<file path="src/rtl/debug_pkg.sv">
// Shared encodings for the CPU run-control/debug logic: FSM states, mode select
// values and a small helper for classifying the free-running modes.
package debug_pkg;

  typedef enum logic [1:0] {
    ST_IDLE  = 2'd0,
    ST_RUN   = 2'd1,
    ST_BURST = 2'd2,
    ST_HALT  = 2'd3
  } state_t;

  typedef enum logic [1:0] {
    MODE_MANUAL = 2'd0,
    MODE_TICK   = 2'd1,
    MODE_BURST  = 2'd2,
    MODE_FAST   = 2'd3
  } mode_t;

  function automatic logic is_free_run(input logic [1:0] mode);
    return (mode == MODE_TICK) || (mode == MODE_FAST);
  endfunction

endpackage

</file>
<file path="src/rtl/edge_pulse.sv">
// One-cycle rising-edge detector for an already-debounced level input.
module edge_pulse (
  input  logic clock,
  input  logic reset,
  input  logic level,
  output logic pulse
);

  logic level_q;

  always_ff @(posedge clock) begin
    if (reset) level_q <= 1'b0;
    else       level_q <= level;
  end

  assign pulse = level & ~level_q;

endmodule

</file>
<file path="src/rtl/run_control.sv">
// Run-control unit: turns step button, slow tick and mode switches into
// single-cycle CPU enable pulses, with breakpoint halt and a step counter.
module run_control
  import debug_pkg::*;
#(
  parameter int CNT_W   = 16,
  parameter int PC_W    = 32,
  parameter int BURST_W = 8
) (
  input  logic               clock,
  input  logic               reset,
  input  logic               step_btn,
  input  logic               tick,
  input  logic [1:0]         mode,
  input  logic               run_en,
  input  logic [BURST_W-1:0] burst_len,
  input  logic               bkpt_en,
  input  logic [PC_W-1:0]    bkpt_addr,
  input  logic [PC_W-1:0]    pc,
  output logic               cpu_en,
  output logic               cpu_reset,
  output logic [CNT_W-1:0]   cycle_count,
  output logic               halted,
  output logic [1:0]         state
);

  localparam logic [CNT_W-1:0]   CNT_ONE   = CNT_W'(1);
  localparam logic [BURST_W-1:0] BURST_ONE = BURST_W'(1);

  state_t             state_reg;
  logic               cpu_en_reg;
  logic               cpu_reset_reg;
  logic               halted_reg;
  logic [CNT_W-1:0]   cycle_count_reg;
  logic [BURST_W-1:0] remaining_reg;
  logic               step_edge;
  logic               bp;

  edge_pulse u_step_edge (
    .clock (clock),
    .reset (reset),
    .level (step_btn),
    .pulse (step_edge)
  );

  assign bp = bkpt_en && (pc == bkpt_addr);

  always_ff @(posedge clock) begin
    if (reset) begin
      state_reg       <= ST_IDLE;
      cpu_en_reg      <= 1'b0;
      cpu_reset_reg   <= 1'b1;
      halted_reg      <= 1'b0;
      cycle_count_reg <= '0;
      remaining_reg   <= '0;
    end else begin
      cpu_en_reg <= 1'b0;
      // The CPU has now seen reset on one enabled edge.
      if (cpu_en_reg) cpu_reset_reg <= 1'b0;

      case (state_reg)
        ST_IDLE: begin
          if (mode == MODE_MANUAL) begin
            if (step_edge) begin
              cpu_en_reg      <= 1'b1;
              cycle_count_reg <= cycle_count_reg + CNT_ONE;
            end
          end else if (mode == MODE_BURST) begin
            if (step_edge && (burst_len != '0)) begin
              state_reg     <= ST_BURST;
              remaining_reg <= burst_len;
            end
          end else if (run_en) begin
            state_reg <= ST_RUN;
          end
        end

        ST_RUN: begin
          if (!run_en || !is_free_run(mode)) begin
            state_reg <= ST_IDLE;
          end else if ((mode == MODE_FAST) || tick) begin
            if (bp) begin
              state_reg  <= ST_HALT;
              halted_reg <= 1'b1;
            end else begin
              cpu_en_reg      <= 1'b1;
              cycle_count_reg <= cycle_count_reg + CNT_ONE;
            end
          end
        end

        ST_BURST: begin
          // A step press aborts the burst even if a tick lands in the same cycle.
          if ((mode != MODE_BURST) || step_edge) begin
            state_reg <= ST_IDLE;
          end else if (tick) begin
            if (bp) begin
              state_reg  <= ST_HALT;
              halted_reg <= 1'b1;
            end else begin
              cpu_en_reg      <= 1'b1;
              cycle_count_reg <= cycle_count_reg + CNT_ONE;
              remaining_reg   <= remaining_reg - BURST_ONE;
              if (remaining_reg == BURST_ONE) state_reg <= ST_IDLE;
            end
          end
        end

        ST_HALT: begin
          if (step_edge) begin
            cpu_en_reg      <= 1'b1;
            cycle_count_reg <= cycle_count_reg + CNT_ONE;
            state_reg       <= ST_IDLE;
            halted_reg      <= 1'b0;
          end else if (!bkpt_en) begin
            state_reg  <= ST_IDLE;
            halted_reg <= 1'b0;
          end
        end

        default: state_reg <= ST_IDLE;
      endcase
    end
  end

  assign cpu_en      = cpu_en_reg;
  assign cpu_reset   = cpu_reset_reg;
  assign cycle_count = cycle_count_reg;
  assign halted      = halted_reg;
  assign state       = state_reg;

endmodule
</file>
<file path="config.mk">
export PLATFORM = sky130hd
export DESIGN_NAME = run_control
export DESIGN_NICKNAME = d
export VERILOG_FILES = /design/src/rtl/debug_pkg.sv /design/src/rtl/edge_pulse.sv /design/src/rtl/run_control.sv
export SDC_FILE = /design/constraint.sdc
export NUM_CORES = 1
export LEC_CHECK = 0
export CAP_MARGIN = 20
export CORE_MARGIN = 1.5
export CORE_UTILIZATION = 44
export CTS_CLUSTER_DIAMETER = 80
export CTS_CLUSTER_SIZE = 28
export DETAILED_ROUTE_END_ITERATION = 10
export PLACE_DENSITY = 0.81
export SLEW_MARGIN = 20
export SYNTH_ARGS = -nofsm -noshare
export SYNTH_HDL_FRONTEND = slang
export SYNTH_HIERARCHICAL = 1
export SYNTH_SLANG_ARGS = --single-unit
</file>
<file path="constraint.sdc">
create_clock -name clock -period 2.7 [get_ports clock]
set_input_delay 0.54 -clock clock [delete_from_list [all_inputs] [get_ports clock]]
set_output_delay 0.54 -clock clock [all_outputs]
set_load 0.02 [all_outputs]
</file>
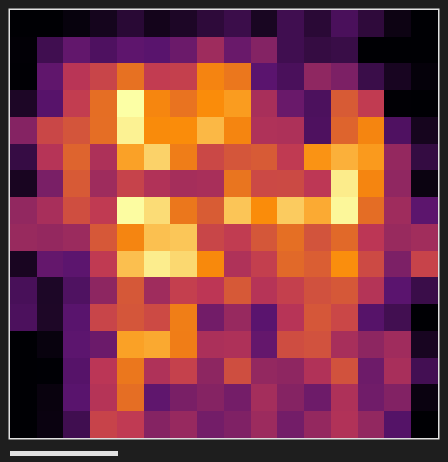
Figure 1: wire density map.
Bar = 20 µm. 16 x 16 tiles, from black (low) to pale yellow (high), scaled to the fullest tile. Values are wire area over tile area, all layers added.
densest ninth of the die: center
nearly empty tiles: 7.0%
fullest tile: 0.46
emptiest ninth of the die: upper right
tiles over half the peak: 39%
mean over tiles: 0.20

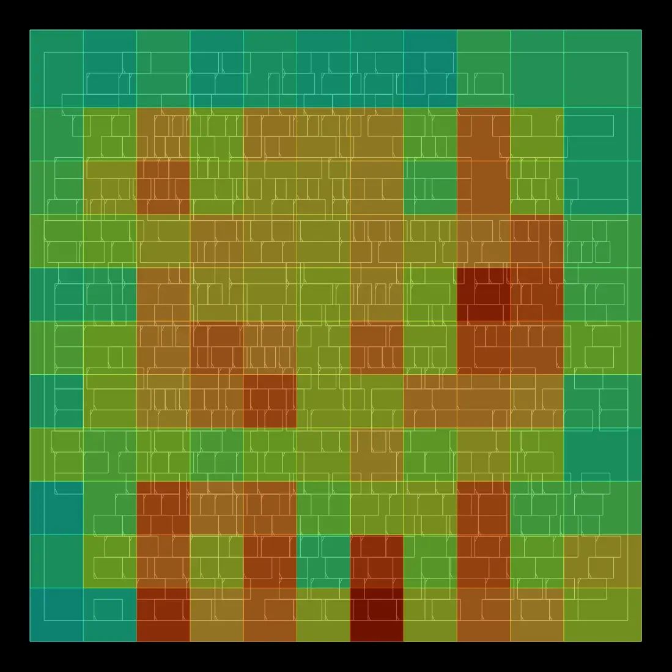
Figure 2: track usage over the die.
per-cell routed wire length: 15.1 µm
post-layout util: 69.0%

==> qor.csv <==
metric,value,unit
openroad.warnings,30,
period_used_share,95.0,%
nets,529,
syn_avg_cell_area,7.76,µm²
synth_seq_share,23.6,%
worst_slack,0.134,ns
logic_area,1840,µm²
clockBufferDepth,2,
p_sw_share,40.0,%
status,finished clean,
ff_type,dfxtp_1,
p_total,0.00191,W
synthTopCellsByCount,"dfxtp_1, a21oi_1, nor2_1",
yosys_cells,328,
ys_top_cells_by_area,"dfxtp_1, xor2_1, a21oi_1",
dr.pass1.iters,4,
crit_fanout,10,
grt_use_met3,4.02,%
setup_viol,0,
drc,0,
antenna_cells,0,
synth_area,2540,µm²
largest_register_ffs,16,
yosys.cell_types.count,59,
whs_endpoint,cpu_reset,
io_buffers,100,
finalSetupTns,0,ns
n_tap_cell,72,
seq_share,15.7,%
dp_slack,-0.141,ns
nClkBuffers,7,
clk_pin_slew,0.07,ns
drive_gt1_share,9.03,%
die_area,6250,µm²
htree_levels,2,
worstSetupPathType,primary input to flip-flop,
dominant-cell-class,multi-input combinational cells,
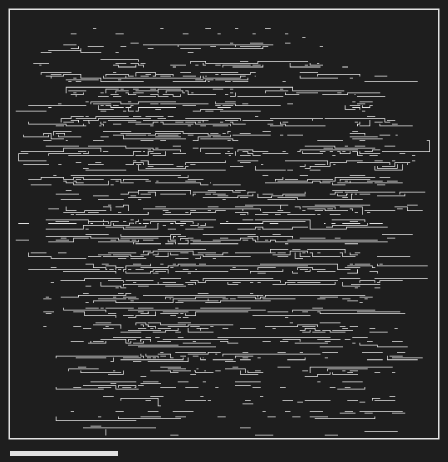
Figure 3: M1 wires.
Bar = 20 µm.
wire length on this layer: 3500 µm
main direction: horizontal
share of all routed wire: 45%
longest straight run: 41.9 µm
nets with wire on the layer: 478
met1 GRT Util: 33.4%
Vias: 2921
final WL: 7.77 mm

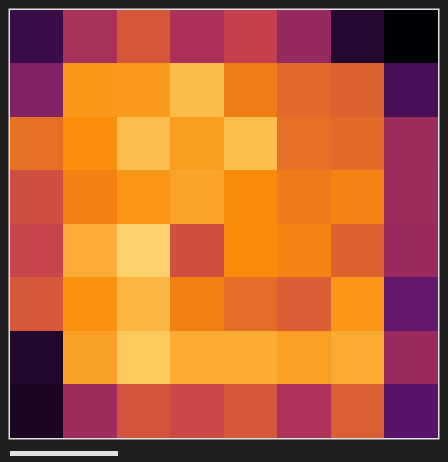
Figure 4: cell density map.
Bar = 20 µm. 8 x 8 tiles, from black (low) to pale yellow (high), 0 to 100% covered.
nearly empty tiles: 1.6%
fullest tile: 91%
tiles over 75% full: 31%
emptiest ninth of the die: upper right
mean over tiles: 60%

==> metal layers <==
metal	share of wire [%]	routed length, µm
met1	45	3500
met2	49	3840
met4	0.64	50
met3	5.0	385
met5	0	0
==> cells by family after synthesis <==
group	Yosys count	synth area share, %
flip-flops	30	23.6
adder cells (fa/ha/maj)	7	3.44
multiplexers	11	4.87
buffers and inverters	27	4.08
XOR/XNOR	27	9.59
AND-OR/OR-AND	82	20.4
AND/OR/NAND/NOR	144	34.0
==> layout by cell type (no fill, tap or decap), types with 5 or more instances in the layout <==
cell	instances
nor2_1	28
or4_1	6
clkbuf_8	6
o21ai_0	15
dfxtp_1	30
xnor2_1	7
xor2_1	19
o21ai_1	5
inv_1	14
buf_4	20
nand3_1	15
nand4_1	11
clkdlybuf4s50_1	100
mux2_1	10
nand2_1	15
a21oi_1	29
ha_1	7
nand2b_1	13
nor4_1	14
nor3_1	7
nor2b_1	9
==> power groups by stage <==
stage / Sequential, W / Combinational (W) / Clock [W]
floorplan: 0.000571 / 0.000572 / 0
global placement: 0.000550 / 0.000956 / 0
detailed placement: 0.000552 / 0.000970 / 0
CTS: 0.000543 / 0.000980 / 0.000381
global route: 0.000549 / 0.00108 / 0.000407
finish: 0.000543 / 0.000986 / 0.000379
==> metrics by stage <==
stage | hold WS, ns | cell area (µm²)
after CTS | 0.437 | 3820
final | 0.431 | 3820
after detailed placement | 0.427 | 3730
after floorplan | 0.460 | 2540
after global routing | 0.486 | 3820
after global placement | 0.433 | 3730
==> worst max-delay path: stages <==
cell             delay (ns)
clkdlybuf4s50_1        0.46
xnor2_2                0.25
nand2b_4               0.07
or4_4                  0.55
nor4_4                 0.21
buf_4                  0.22
a21oi_1                0.09
mux2_1                 0.33
Power is estimated from default activity; no workload was simulated.
